==> src/rtl/puf_challenge_issuer_if.sv <==
`default_nettype none
// puf_challenge_issuer_if: host, PUF-array and key-handshake signals of the challenge issuer.
// slave is the issuer's view; master is the host/array side driving start, seed, resp_bit and key_ready.
interface puf_challenge_issuer_if #(
    parameter int KEY_W = 16
);
    logic             start;
    logic [7:0]       seed;
    logic [4:0]       chal_a;
    logic [4:0]       chal_b;
    logic             osc_en;
    logic             cnt_clr;
    logic             resp_bit;
    logic             busy;
    logic [KEY_W-1:0] key;
    logic             key_valid;
    logic             key_ready;

    modport slave (
        input  start, seed, resp_bit, key_ready,
        output chal_a, chal_b, osc_en, cnt_clr, busy, key, key_valid
    );

    modport master (
        output start, seed, resp_bit, key_ready,
        input  chal_a, chal_b, osc_en, cnt_clr, busy, key, key_valid
    );
endinterface
`default_nettype wire

==> src/rtl/puf_challenge_issuer.sv <==
`default_nettype none
// puf_challenge_issuer: LFSR-driven RO-PUF challenge sequencer assembling KEY_W response bits into a key.
// Optional PUF_MAJORITY_EN: three measurements per challenge with a 2-of-3 vote per key bit.
module puf_challenge_issuer #(
    parameter int KEY_W  = 16,
    parameter int WINDOW = 1024,
    parameter int SETTLE = 4
) (
    input  logic                   clk,
    input  logic                   rst_n,
    puf_challenge_issuer_if.slave  bus_if
);
    localparam int CW = $clog2(WINDOW + SETTLE + 1);
    localparam int BW = $clog2(KEY_W);

    typedef enum logic [2:0] {
        S_IDLE    = 3'd0,
        S_CLEAR   = 3'd1,
        S_MEASURE = 3'd2,
        S_SETTLE  = 3'd3,
        S_SAMPLE  = 3'd4,
        S_DONE    = 3'd5
    } state_t;

    state_t           state_q, state_d;
    logic [CW-1:0]    cyc_q, cyc_d;
    logic [BW-1:0]    bit_cnt_q, bit_cnt_d;
    logic [9:0]       lfsr_q, lfsr_d;
    logic [4:0]       chal_a_q, chal_b_q;
    logic [KEY_W-1:0] key_q, key_d;
    logic             key_valid_q, key_valid_d;
    logic             chal_load;
    logic             last_round;
    logic             key_bit;
    logic [9:0]       chal_next;

    // Bank B is nudged off bank A so an oscillator is never compared with itself.
    function automatic logic [9:0] chal_pair(input logic [9:0] l);
        logic [4:0] b;
        b = l[9:5];
        if (b == l[4:0]) b = b ^ 5'h01;
        return {b, l[4:0]};
    endfunction

    assign chal_next = chal_pair(lfsr_d);

`ifdef PUF_MAJORITY_EN
    logic [1:0] round_q, round_d;
    logic [1:0] votes_q, votes_d;
    logic [1:0] votes_sum;

    assign votes_sum  = votes_q + {1'b0, bus_if.resp_bit};
    assign last_round = (round_q == 2'd2);
    assign key_bit    = (votes_sum >= 2'd2);

    always_comb begin
        round_d = round_q;
        votes_d = votes_q;
        if (state_q == S_IDLE && bus_if.start) begin
            round_d = 2'd0;
            votes_d = 2'd0;
        end else if (state_q == S_SAMPLE) begin
            if (last_round) begin
                round_d = 2'd0;
                votes_d = 2'd0;
            end else begin
                round_d = round_q + 2'd1;
                votes_d = votes_sum;
            end
        end
    end

    always_ff @(posedge clk or negedge rst_n) begin
        if (!rst_n) begin
            round_q <= 2'd0;
            votes_q <= 2'd0;
        end else begin
            round_q <= round_d;
            votes_q <= votes_d;
        end
    end
`else
    assign last_round = 1'b1;
    assign key_bit    = bus_if.resp_bit;
`endif

    always_comb begin
        state_d     = state_q;
        cyc_d       = cyc_q;
        bit_cnt_d   = bit_cnt_q;
        lfsr_d      = lfsr_q;
        key_d       = key_q;
        key_valid_d = key_valid_q;
        chal_load   = 1'b0;
        case (state_q)
            S_IDLE: begin
                if (bus_if.start) begin
                    state_d   = S_CLEAR;
                    bit_cnt_d = '0;
                    key_d     = '0;
                    lfsr_d    = {bus_if.seed, 2'b01};
                    chal_load = 1'b1;
                end
            end
            S_CLEAR: begin
                state_d = S_MEASURE;
                cyc_d   = CW'(WINDOW - 1);
            end
            S_MEASURE: begin
                if (cyc_q == '0) begin
                    state_d = S_SETTLE;
                    cyc_d   = CW'(SETTLE - 1);
                end else begin
                    cyc_d = cyc_q - 1'b1;
                end
            end
            S_SETTLE: begin
                if (cyc_q == '0) state_d = S_SAMPLE;
                else             cyc_d   = cyc_q - 1'b1;
            end
            S_SAMPLE: begin
                state_d = S_CLEAR;
                if (last_round) begin
                    key_d = {key_q[KEY_W-2:0], key_bit};
                    if (bit_cnt_q == BW'(KEY_W - 1)) begin
                        state_d = S_DONE;
                    end else begin
                        bit_cnt_d = bit_cnt_q + 1'b1;
                        lfsr_d    = {lfsr_q[8:0], lfsr_q[9] ^ lfsr_q[6]};
                        chal_load = 1'b1;
                    end
                end
            end
            S_DONE: begin
                // key_valid is registered, so it rises on the second DONE cycle.
                key_valid_d = 1'b1;
                if (key_valid_q && bus_if.key_ready) begin
                    state_d     = S_IDLE;
                    key_valid_d = 1'b0;
                end
            end
            default: state_d = S_IDLE;
        endcase
    end

    always_ff @(posedge clk or negedge rst_n) begin
        if (!rst_n) begin
            state_q     <= S_IDLE;
            cyc_q       <= '0;
            bit_cnt_q   <= '0;
            lfsr_q      <= 10'h001;
            chal_a_q    <= 5'h00;
            chal_b_q    <= 5'h00;
            key_q       <= '0;
            key_valid_q <= 1'b0;
        end else begin
            state_q     <= state_d;
            cyc_q       <= cyc_d;
            bit_cnt_q   <= bit_cnt_d;
            lfsr_q      <= lfsr_d;
            key_q       <= key_d;
            key_valid_q <= key_valid_d;
            if (chal_load) begin
                chal_a_q <= chal_next[4:0];
                chal_b_q <= chal_next[9:5];
            end
        end
    end

    assign bus_if.chal_a    = chal_a_q;
    assign bus_if.chal_b    = chal_b_q;
    assign bus_if.osc_en    = (state_q == S_MEASURE);
    assign bus_if.cnt_clr   = (state_q == S_IDLE) || (state_q == S_CLEAR) || (state_q == S_DONE);
    assign bus_if.busy      = (state_q != S_IDLE);
    assign bus_if.key       = key_q;
    assign bus_if.key_valid = key_valid_q;
endmodule
`default_nettype wire

==> src/flat_wrapper.sv <==
// flat-port wrapper written by rule: the top's interface ports become plain ports
module puf_challenge_issuer_flat 
#(
    parameter int KEY_W  = 16,
    parameter int WINDOW = 1024,
    parameter int SETTLE = 4
)
  (clk, rst_n, bus_if_start, bus_if_seed, bus_if_resp_bit, bus_if_key_ready, bus_if_chal_a, bus_if_chal_b, bus_if_osc_en, bus_if_cnt_clr, bus_if_busy, bus_if_key, bus_if_key_valid);
  puf_challenge_issuer_if #(.KEY_W(KEY_W)) bus_if_i ();
  input  logic clk;
  input  logic rst_n;
  input wire logic [$bits(bus_if_i.start)-1:0] bus_if_start;
  input wire logic [$bits(bus_if_i.seed)-1:0] bus_if_seed;
  input wire logic [$bits(bus_if_i.resp_bit)-1:0] bus_if_resp_bit;
  input wire logic [$bits(bus_if_i.key_ready)-1:0] bus_if_key_ready;
  output wire logic [$bits(bus_if_i.chal_a)-1:0] bus_if_chal_a;
  output wire logic [$bits(bus_if_i.chal_b)-1:0] bus_if_chal_b;
  output wire logic [$bits(bus_if_i.osc_en)-1:0] bus_if_osc_en;
  output wire logic [$bits(bus_if_i.cnt_clr)-1:0] bus_if_cnt_clr;
  output wire logic [$bits(bus_if_i.busy)-1:0] bus_if_busy;
  output wire logic [$bits(bus_if_i.key)-1:0] bus_if_key;
  output wire logic [$bits(bus_if_i.key_valid)-1:0] bus_if_key_valid;
  assign bus_if_i.start = bus_if_start;
  assign bus_if_i.seed = bus_if_seed;
  assign bus_if_i.resp_bit = bus_if_resp_bit;
  assign bus_if_i.key_ready = bus_if_key_ready;
  assign bus_if_chal_a = bus_if_i.chal_a;
  assign bus_if_chal_b = bus_if_i.chal_b;
  assign bus_if_osc_en = bus_if_i.osc_en;
  assign bus_if_cnt_clr = bus_if_i.cnt_clr;
  assign bus_if_busy = bus_if_i.busy;
  assign bus_if_key = bus_if_i.key;
  assign bus_if_key_valid = bus_if_i.key_valid;
  puf_challenge_issuer #(.KEY_W(KEY_W), .WINDOW(WINDOW), .SETTLE(SETTLE)) u_core (.clk(clk), .rst_n(rst_n), .bus_if(bus_if_i));
endmodule
==> config.mk <==
export PLATFORM = sky130hd
export DESIGN_NAME = puf_challenge_issuer_flat
export DESIGN_NICKNAME = d
export VERILOG_FILES = /design/src/rtl/puf_challenge_issuer_if.sv /design/src/rtl/puf_challenge_issuer.sv /design/src/flat_wrapper.sv
export SDC_FILE = /design/constraint.sdc
export NUM_CORES = 1
export LEC_CHECK = 0
export CORE_MARGIN = 3
export CORE_UTILIZATION = 47
export DETAILED_ROUTE_END_ITERATION = 8
export PLACE_DENSITY_LB_ADDON = 0.3
export RECOVER_POWER = 100
export SLEW_MARGIN = 10
export SYNTH_ARGS = -nofsm -noshare
export SYNTH_HDL_FRONTEND = slang
export SYNTH_SLANG_ARGS = --single-unit
==> constraint.sdc <==
create_clock -name clk -period 2 [get_ports clk]
set_input_delay 0.3 -clock clk [delete_from_list [all_inputs] [get_ports clk]]
set_output_delay 0.3 -clock clk [all_outputs]
set_load 0.01 [all_outputs]
==> job_summary.md <==
### Flow metrics

| Metric | Value |
|---|---|
| Critical Path End | u_core.bus_if.chal_b[0]$_DFFE_PN0P_ |
| Detailed-router iteration count before antenna repair | 4 |
| Num CTS Buffers | 5 |
| N_diodes | 0 |
| Worst Reg2Reg Path Length in Cells | 7 |
| GRT Overall Usage | 0.197 |
| CTS root buf | clkbuf_8 |
| Die height | ~80 um |
| Die area | 6370 um^2 |
| Pre-CTS setup slack | -0.351 ns |
| GRT Residual Overflow | 0 |
| Cell area after placement | 3300 um^2 |
| Share of cells above drive strength 1 | 0.272 |
| Yosys warning count | 0 |
| # setup viols final | 1 |
| Most numerous logic cell after layout | dfrtp_1 |
| DR vias/cell | ~5.6 |
| Setup ws final | -0.170 ns |
| Status | finished, violations left |
| Die width | 79.8 um |
| CP Class | flip-flop to flip-flop |
| Hold Fails Final Rpt | 0 |
| Clk sink count | 55 |
| # Max-Cap Violations | 0 |
| Yosys reg bits | 55 |
| Fin crit share | 1.08 |
| Clock Path Buffers | 2 |
| Initial antenna violation count | 0 |
| Met3 WL | about 320 um |
| Worst flop-to-flop path startpoint | u_core.state_q[1]$_DFFE_PN0P_ |
| Tool warnings | 30 |
| WHS Path Cells | 1 |
| CORE AREA | 5200 um^2 |
| Worst-path clk slew | 0.11 ns |
| Latency at later pin | approximately 0.32 ns |
| Worst slew pin tran | 1.35 ns |
| DR DRC count | 0 |
| Grt met1 use | 0.291 |
| Violated checks | setup timing |
| Worst R2R End | u_core.bus_if.chal_b[0]$_DFFE_PN0P_ |
| Fin cells | 408 |
| GP Congestion | 0.847 |
| Synth Instances | 248 |
worst max-delay path, stage by stage (launching register included):
cell	delay [ns]
dfrtp_2	0.48
or4b_4	0.56
o21ai_4	0.09
buf_6	0.16
o21ai_4	0.06
xor2_1	0.17
nor4_2	0.32
mux2i_1	0.24
cells by family after synthesis:
family	after synthesis	synth area share
flip-flops	55	0.538
AND-OR/OR-AND	76	0.208
adder cells (fa/ha/maj)	3	0.0147
AND/OR/NAND/NOR	83	0.174
buffers and inverters	22	0.0342
XOR/XNOR	8	0.0274
multiplexers	1	0.00391
area by class of cell:
type,instances,area share
tap,70,0.0239
clock buffer,5,0.0188
clock inverter,3,0.00751
sequential,55,0.377
multi-input combinational,171,0.334
inverter,11,0.0113
timing repair buffer,93,0.228
synthesized netlist by cell type, drive strengths merged, types with 2 or more instances:
library cell / instances
o22ai: 2
clkbuf: 5
o21ai: 26
a22oi: 2
or3: 4
nand3: 7
xnor2: 2
o41ai: 3
and2: 3
dfrtp: 54
nor4: 3
a22o: 18
a21oi: 9
nand2: 32
a32oi: 7
xor2: 6
nor3b: 3
inv: 11
nor2: 17
nor3: 5
or3b: 2
ha: 3
a31oi: 6
buf: 6
registers in the layout (all words and copies together) (netlist names):
signal                   count
u_core.bus_if.chal_a         5
u_core.bus_if.key           16
u_core.lfsr_q               10
u_core.bus_if.chal_b         5
u_core.bit_cnt_q             4
u_core.cyc_q                11
u_core.state_q               3
u_core.bus_if.key_valid      1
report_power, final:
group | switching [W] | internal [W] | total (W)
Clock | 0.000408 | 0.000261 | 0.000668
Sequential | 0.000292 | 0.00144 | 0.00173
Combinational | 0.000706 | 0.000723 | 0.00143
Total | 0.00141 | 0.00242 | 0.00383
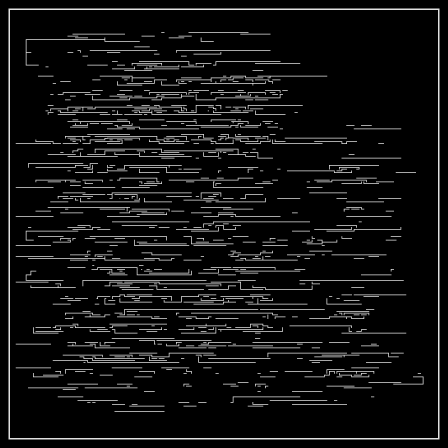
(images/m1.png)
longest straight run	24.8 um
main direction	horizontal

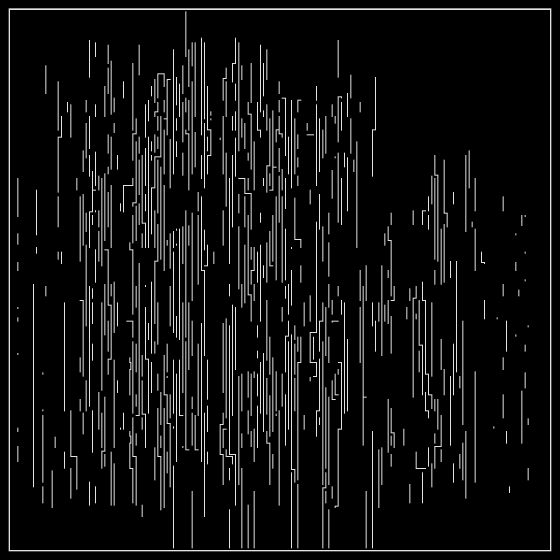
(images/m2.png)
main direction	vertical
longest straight run	29.9 um
wirelength, routed: 6370 um
M2 GR Usage: 0.306
Vias: 2285

